Signal wires on met1:
Bar = 20 um.
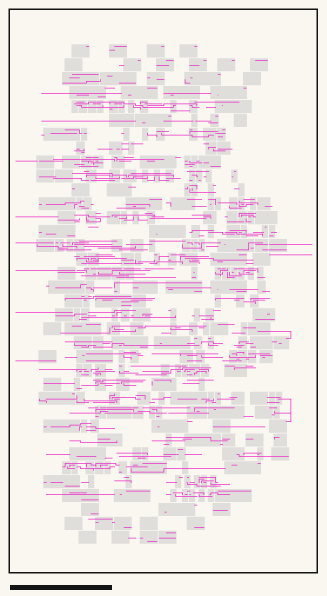
Signal wires on met2:
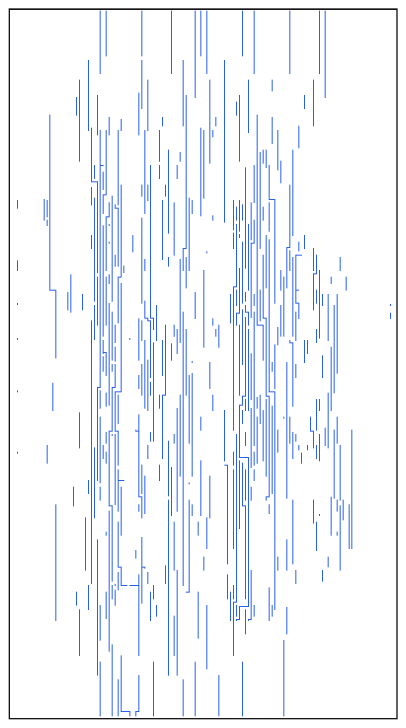
The metal 3 layer:
Bar = 20 um.
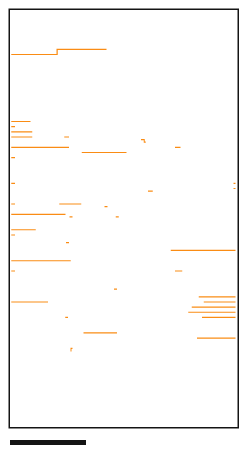
Cell sizes after repair:
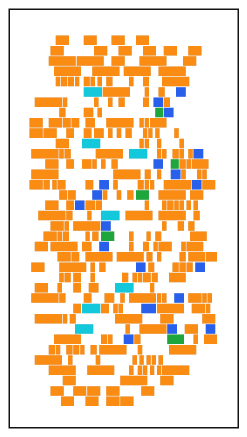
===== src/rtl/data_demux_module_if.sv =====
// Bus bundle between the symbol source and the demultiplexer.
// The master side drives the multiplexed stream and its settings.
// The slave side (the demux) drives the per-channel outputs and status.
interface data_demux_module_if #(
    parameter int unsigned DW = 8
);
    logic          symbol_clk;
    logic [2:0]    switch_clk_cycles;
    logic [1:0]    mode;
    logic          frame_sync;
    logic [DW-1:0] mux_data;
    logic [DW-1:0] ds1_out;
    logic [DW-1:0] ds2_out;
    logic [DW-1:0] ds3_out;
    logic          ds1_valid;
    logic          ds2_valid;
    logic          ds3_valid;
    logic [1:0]    active_ch;
    logic          sync_err;

    modport master (
        output symbol_clk, switch_clk_cycles, mode, frame_sync, mux_data,
        input  ds1_out, ds2_out, ds3_out, ds1_valid, ds2_valid, ds3_valid,
               active_ch, sync_err
    );

    modport slave (
        input  symbol_clk, switch_clk_cycles, mode, frame_sync, mux_data,
        output ds1_out, ds2_out, ds3_out, ds1_valid, ds2_valid, ds3_valid,
               active_ch, sync_err
    );
endinterface


===== src/rtl/data_demux_module.sv =====
// Splits the time-multiplexed symbol stream of data_mux_module back into
// DS1/DS2/DS3. symbol_clk is edge-detected in the clk domain; each rising
// edge (tick) writes mux_data to the current channel and pulses its valid.
module data_demux_module #(
    parameter int unsigned DW     = 8,
    parameter int unsigned CH_MAX = 3
) (
    input  logic                  clk,
    input  logic                  rst_n,
    data_demux_module_if.slave    bus
);
    localparam int unsigned CW = $clog2(CH_MAX + 1);

    typedef enum logic [0:0] {IDLE, RUN} state_t;

    state_t        state, state_n;
    logic          sym_q;
    logic          tick;
    logic [1:0]    mode_q;
    logic [2:0]    sym_cnt, sym_cnt_n;
    logic [CW-1:0] ch_idx, ch_idx_n;
    logic [CW-1:0] cur_ch;
    logic [2:0]    cur_cnt;
    logic [2:0]    n_eff;
    logic [DW-1:0] d1_n, d2_n, d3_n;
    logic          v1_n, v2_n, v3_n;
    logic [1:0]    act_n;
    logic          err_n;

    // symbol_clk history register; runs through reset so release never sees a false edge
    always_ff @(posedge clk) begin
        sym_q <= bus.symbol_clk;
    end

    assign tick = bus.symbol_clk & ~sym_q & rst_n;

    // State and output registers
    always_ff @(posedge clk) begin
        if (!rst_n) begin
            state         <= IDLE;
            mode_q        <= bus.mode;
            sym_cnt       <= '0;
            ch_idx        <= CW'(1);
            bus.ds1_out   <= '0;
            bus.ds2_out   <= '0;
            bus.ds3_out   <= '0;
            bus.ds1_valid <= 1'b0;
            bus.ds2_valid <= 1'b0;
            bus.ds3_valid <= 1'b0;
            bus.active_ch <= '0;
            bus.sync_err  <= 1'b0;
        end else begin
            state         <= state_n;
            mode_q        <= bus.mode;
            sym_cnt       <= sym_cnt_n;
            ch_idx        <= ch_idx_n;
            bus.ds1_out   <= d1_n;
            bus.ds2_out   <= d2_n;
            bus.ds3_out   <= d3_n;
            bus.ds1_valid <= v1_n;
            bus.ds2_valid <= v2_n;
            bus.ds3_valid <= v3_n;
            bus.active_ch <= act_n;
            bus.sync_err  <= err_n;
        end
    end

    // Next-state logic: mode change, tick routing, slot counting and frame alignment
    always_comb begin
        state_n   = state;
        sym_cnt_n = sym_cnt;
        ch_idx_n  = ch_idx;
        cur_ch    = ch_idx;
        cur_cnt   = sym_cnt;
        d1_n      = bus.ds1_out;
        d2_n      = bus.ds2_out;
        d3_n      = bus.ds3_out;
        v1_n      = 1'b0;
        v2_n      = 1'b0;
        v3_n      = 1'b0;
        err_n     = bus.sync_err;
        n_eff     = (bus.switch_clk_cycles == 3'd0) ? 3'd1 : bus.switch_clk_cycles;

        if (bus.mode != mode_q) begin
            // Restart the frame; a coincident tick is dropped
            sym_cnt_n = '0;
            ch_idx_n  = CW'(1);
            state_n   = (bus.mode == 2'b00) ? IDLE : RUN;
        end else begin
            state_n = (mode_q == 2'b00) ? IDLE : RUN;
            if (tick && state == RUN) begin
                // Misaligned frame_sync: treat this tick as symbol 0 of the DS1 slot
                if (bus.frame_sync && !(ch_idx == CW'(1) && sym_cnt == 3'd0)) begin
                    err_n   = 1'b1;
                    cur_ch  = CW'(1);
                    cur_cnt = '0;
                end
                case (cur_ch)
                    CW'(2):  begin d2_n = bus.mux_data; v2_n = 1'b1; end
                    CW'(3):  begin d3_n = bus.mux_data; v3_n = 1'b1; end
                    default: begin d1_n = bus.mux_data; v1_n = 1'b1; end
                endcase
                if (cur_cnt >= n_eff - 3'd1) begin
                    sym_cnt_n = '0;
                    case (mode_q)
                        2'b10:   ch_idx_n = (cur_ch == CW'(1)) ? CW'(2) : CW'(1);
                        2'b11:   ch_idx_n = (cur_ch == CW'(3)) ? CW'(1) : cur_ch + CW'(1);
                        default: ch_idx_n = CW'(1);
                    endcase
                end else begin
                    sym_cnt_n = cur_cnt + 3'd1;
                end
            end
        end

        act_n = (state_n == RUN) ? 2'(ch_idx_n) : 2'd0;
    end
endmodule


===== src/flat_wrapper.sv =====
// flat-port wrapper written by rule: the top's interface ports become plain ports
module data_demux_module_flat 
#(
    parameter int unsigned DW     = 8,
    parameter int unsigned CH_MAX = 3
)
  (clk, rst_n, bus_symbol_clk, bus_switch_clk_cycles, bus_mode, bus_frame_sync, bus_mux_data, bus_ds1_out, bus_ds2_out, bus_ds3_out, bus_ds1_valid, bus_ds2_valid, bus_ds3_valid, bus_active_ch, bus_sync_err);
  data_demux_module_if #(.DW(DW)) bus_i ();
  input  logic clk;
  input  logic rst_n;
  input wire logic [$bits(bus_i.symbol_clk)-1:0] bus_symbol_clk;
  input wire logic [$bits(bus_i.switch_clk_cycles)-1:0] bus_switch_clk_cycles;
  input wire logic [$bits(bus_i.mode)-1:0] bus_mode;
  input wire logic [$bits(bus_i.frame_sync)-1:0] bus_frame_sync;
  input wire logic [$bits(bus_i.mux_data)-1:0] bus_mux_data;
  output wire logic [$bits(bus_i.ds1_out)-1:0] bus_ds1_out;
  output wire logic [$bits(bus_i.ds2_out)-1:0] bus_ds2_out;
  output wire logic [$bits(bus_i.ds3_out)-1:0] bus_ds3_out;
  output wire logic [$bits(bus_i.ds1_valid)-1:0] bus_ds1_valid;
  output wire logic [$bits(bus_i.ds2_valid)-1:0] bus_ds2_valid;
  output wire logic [$bits(bus_i.ds3_valid)-1:0] bus_ds3_valid;
  output wire logic [$bits(bus_i.active_ch)-1:0] bus_active_ch;
  output wire logic [$bits(bus_i.sync_err)-1:0] bus_sync_err;
  assign bus_i.symbol_clk = bus_symbol_clk;
  assign bus_i.switch_clk_cycles = bus_switch_clk_cycles;
  assign bus_i.mode = bus_mode;
  assign bus_i.frame_sync = bus_frame_sync;
  assign bus_i.mux_data = bus_mux_data;
  assign bus_ds1_out = bus_i.ds1_out;
  assign bus_ds2_out = bus_i.ds2_out;
  assign bus_ds3_out = bus_i.ds3_out;
  assign bus_ds1_valid = bus_i.ds1_valid;
  assign bus_ds2_valid = bus_i.ds2_valid;
  assign bus_ds3_valid = bus_i.ds3_valid;
  assign bus_active_ch = bus_i.active_ch;
  assign bus_sync_err = bus_i.sync_err;
  data_demux_module #(.DW(DW), .CH_MAX(CH_MAX)) u_core (.clk(clk), .rst_n(rst_n), .bus(bus_i));
endmodule

===== config.mk =====
export PLATFORM = sky130hd
export DESIGN_NAME = data_demux_module_flat
export DESIGN_NICKNAME = d
export VERILOG_FILES = /design/src/rtl/data_demux_module_if.sv /design/src/rtl/data_demux_module.sv /design/src/flat_wrapper.sv
export SDC_FILE = /design/constraint.sdc
export NUM_CORES = 1
export LEC_CHECK = 0
export ABC_AREA = 1
export CAP_MARGIN = 20
export CORE_AREA = 5 5 55 105
export CTS_CLUSTER_SIZE = 16
export DETAILED_ROUTE_END_ITERATION = 10
export DIE_AREA = 0 0 60 110
export GPL_TIMING_DRIVEN = 1
export PLACE_DENSITY_LB_ADDON = 0.08
export SLEW_MARGIN = 15
export SYNTH_ARGS = -nofsm -noshare
export SYNTH_HDL_FRONTEND = slang
export SYNTH_SLANG_ARGS = --single-unit
export TNS_END_PERCENT = 5

===== constraint.sdc =====
create_clock -name clk -period 2.3 [get_ports clk]
set_input_delay 0.46 -clock clk [delete_from_list [all_inputs] [get_ports clk]]
set_output_delay 0.46 -clock clk [all_outputs]
set_load 0.01 [all_outputs]

==> results.sh <==
# flow metrics
export IMPL_lay_top_cells="46 x clkdlybuf4s50_1, 45 x nand2_1, 39 x dfxtp_1, 30 x a21oi_1, 22 x nor2_1"
export IMPL_htreeDepth=2
export IMPL_yosys_area_sq_um=1710
export IMPL_buffer_area_share_pct=24.5
export IMPL_timing_fmax_mhz=478
export IMPL_combinationalPower_mw=0.119
export IMPL_finalHoldViolCount=0
export IMPL_cts_tree="yes"
export IMPL_slowest_delay_ns=0.48
export IMPL_area_dominant_class="combinational gates"
export IMPL_grt_use_total_pct=15.5
export IMPL_switching_share_pct=22.5
export IMPL_maxCapViolCount=0
export IMPL_synth_yosys_num_cells=222
export IMPL_cts_resized=0
export IMPL_critPathBufInv=1
export IMPL_reg2reg_slack_ns=0.41
export IMPL_drcViolationCount=0
export IMPL_ys_sh_mux_pct=0
export IMPL_inverters=23
export IMPL_die_area_sq_um=6600
export IMPL_fp_dieH_um=110
export IMPL_cts_root_buf="clkbuf_8"
export IMPL_final_antenna_net_count=0
export IMPL_fp_coreArea_sq_um=4860
export IMPL_fin_nets=308
export IMPL_min_from="u_core.bus.ds3_out[6]"
export IMPL_sh_seq_area_pct=32.2
export IMPL_min_path_type="register to register"
export IMPL_routabilityCongestion=0.764
export IMPL_share_comb_of_total_power_pct=9.1
export IMPL_rows=36
export IMPL_die_w_um=60
export IMPL_endpoint="u_core.sym_cnt[0]"
export IMPL_synth_cell_types=22
export IMPL_initial_core_util_pct=35.1
export IMPL_clock_power_mw=0.502
export IMPL_finalMaxSlewViolations=0
export IMPL_p_leak_nw=1.00
export IMPL_holdPathStages=2
export IMPL_finClkSkew_ns=0.00382
export IMPL_ys_sh_adder_pct=4.40
export IMPL_vdd_drop_max_v=0.000457
export IMPL_hold_end="u_core.bus.ds3_out[6]"
export IMPL_yosys_area_share_simple_pct=31.9
export IMPL_rsz0062_at_grt="no"
export IMPL_final_common_cell="clkdlybuf4s50_1"
export IMPL_worst_setup_path_type="input port to register"
export IMPL_slew_headroom_pct=68.8
export IMPL_final_clk_cell_share_pct=4.12
export IMPL_grt_pass1_wl_um=7550
export IMPL_dp_cells=335
export IMPL_syn_inst=222
export IMPL_seq_area_sq_um=781
export IMPL_post_cts_buffers=0
export IMPL_grt_max_degree=19
export IMPL_pwr_share_seq_pct=52.5
export IMPL_reg2reg_depth=12
export IMPL_p_int_mw=1.01
export IMPL_overflow=0
export IMPL_syn_area_sq_um=1710
export IMPL_xor_share_pct=0.513
export IMPL_nMultiInputCombCells=152
export IMPL_crit_cells=11
export IMPL_grt_pass1_vias=1701
export IMPL_hold_ws_ns=0.463
export IMPL_cpMaxStageDelayCell="clkdlybuf4s50_1"
export IMPL_dr_first_iter_drc_count=26
export IMPL_power_leader="registers"
export IMPL_comb_share_pct=32.7
export IMPL_outcome="finished clean"
export IMPL_cts_sinks=39
export IMPL_drive_gt1_share_pct=10.8
Back to the opening pictures, 'signal wires on met1':
The layer holds 37% of the routed length. The layer carries 1760 um of wire. 273 nets have wire on it. The wires run mostly horizontal. The longest straight run is 18.4 um.
met1 Use GR: 14.9%
routed wire length: 4790 um
vias: 1699

Back to the opening pictures, 'signal wires on met2':
257 nets have wire on it. The wires run mostly vertical.

Back to the opening pictures, 'the metal 3 layer':
The wires run mostly horizontal. The longest straight run is 16.8 um. The layer holds 4.5% of the routed length. 32 nets have wire on it. The layer carries 216 um of wire.

Back to the opening pictures, 'cell sizes after repair':
Orange marks x1 and smaller, cells 255, share 89%. Cyan marks x6 and larger, cells 7, share 2.4%. Blue marks x3 and x4, cells 19, share 6.6%. Green marks x2, cells 5, share 1.7%.
worst setup margin: 0.206 ns
cell area after layout: 2430 sq um
Non-clock buffers: 64
area grow syn2layout: 42.2%

## cells by family after synthesis
| logic type | after synthesis |
|---|---|
| compound gates | 33 |
| flops | 39 |
| simple gates | 112 |
| buf+inv | 31 |
| xor+xnor | 1 |
| fa+ha+maj | 6 |
## synth_stat cells, drive strengths merged
master / n / area (sq um)
a21oi: 30 / 150
buf: 6 / 38.8
clkbuf: 2 / 7.51
clkinv: 2 / 7.51
dfxtp: 39 / 781
ha: 6 / 75.1
inv: 21 / 78.8
nand2: 47 / 181
nand3: 13 / 70.1
nand3b: 8 / 60.1
nand4: 18 / 119
nor2: 23 / 93.8
nor3: 3 / 20.0
o21ai: 3 / 15.0
xnor2: 1 / 8.76
## through the flow
stage	power, mW	area [sq um]	util (%)	setup slack [ns]	TNS (ns)
2_1_floorplan	0.757	1710	-	0.484	0
3_3_place_gp	0.822	2330	47.8	-0.0430	-0.187
3_5_place_dp	0.823	2330	47.8	-0.0997	-0.548
4_1_cts	1.33	2430	49.9	0.199	0
5_1_grt	1.37	2430	49.9	0.0187	0
6_report	1.31	2430	49.9	0.206	0
## registers in the layout, indices dropped and copies added (netlist names)
register	cells
u_core.bus.ds3_valid	1
u_core.bus.sync_err	1
u_core.state	1
u_core.bus.ds2_valid	1
u_core.ch_idx	2
u_core.bus.ds1_out	8
u_core.sym_cnt	3
u_core.bus.active_ch	2
u_core.bus.ds3_out	8
u_core.bus.ds1_valid	1
u_core.mode_q	2
u_core.bus.ds2_out	8
u_core.sym_q	1
## layer usage
metal	vias to the layer above	global-route usage [%]	routed length (um)
met5	-	0	0
li1	867	-	-
met2	43	28.6	2640
met1	777	14.9	1760
met4	0	8.87	176
met3	12	3.61	216
No activity file was given, so power comes from the tool's default toggle rates.
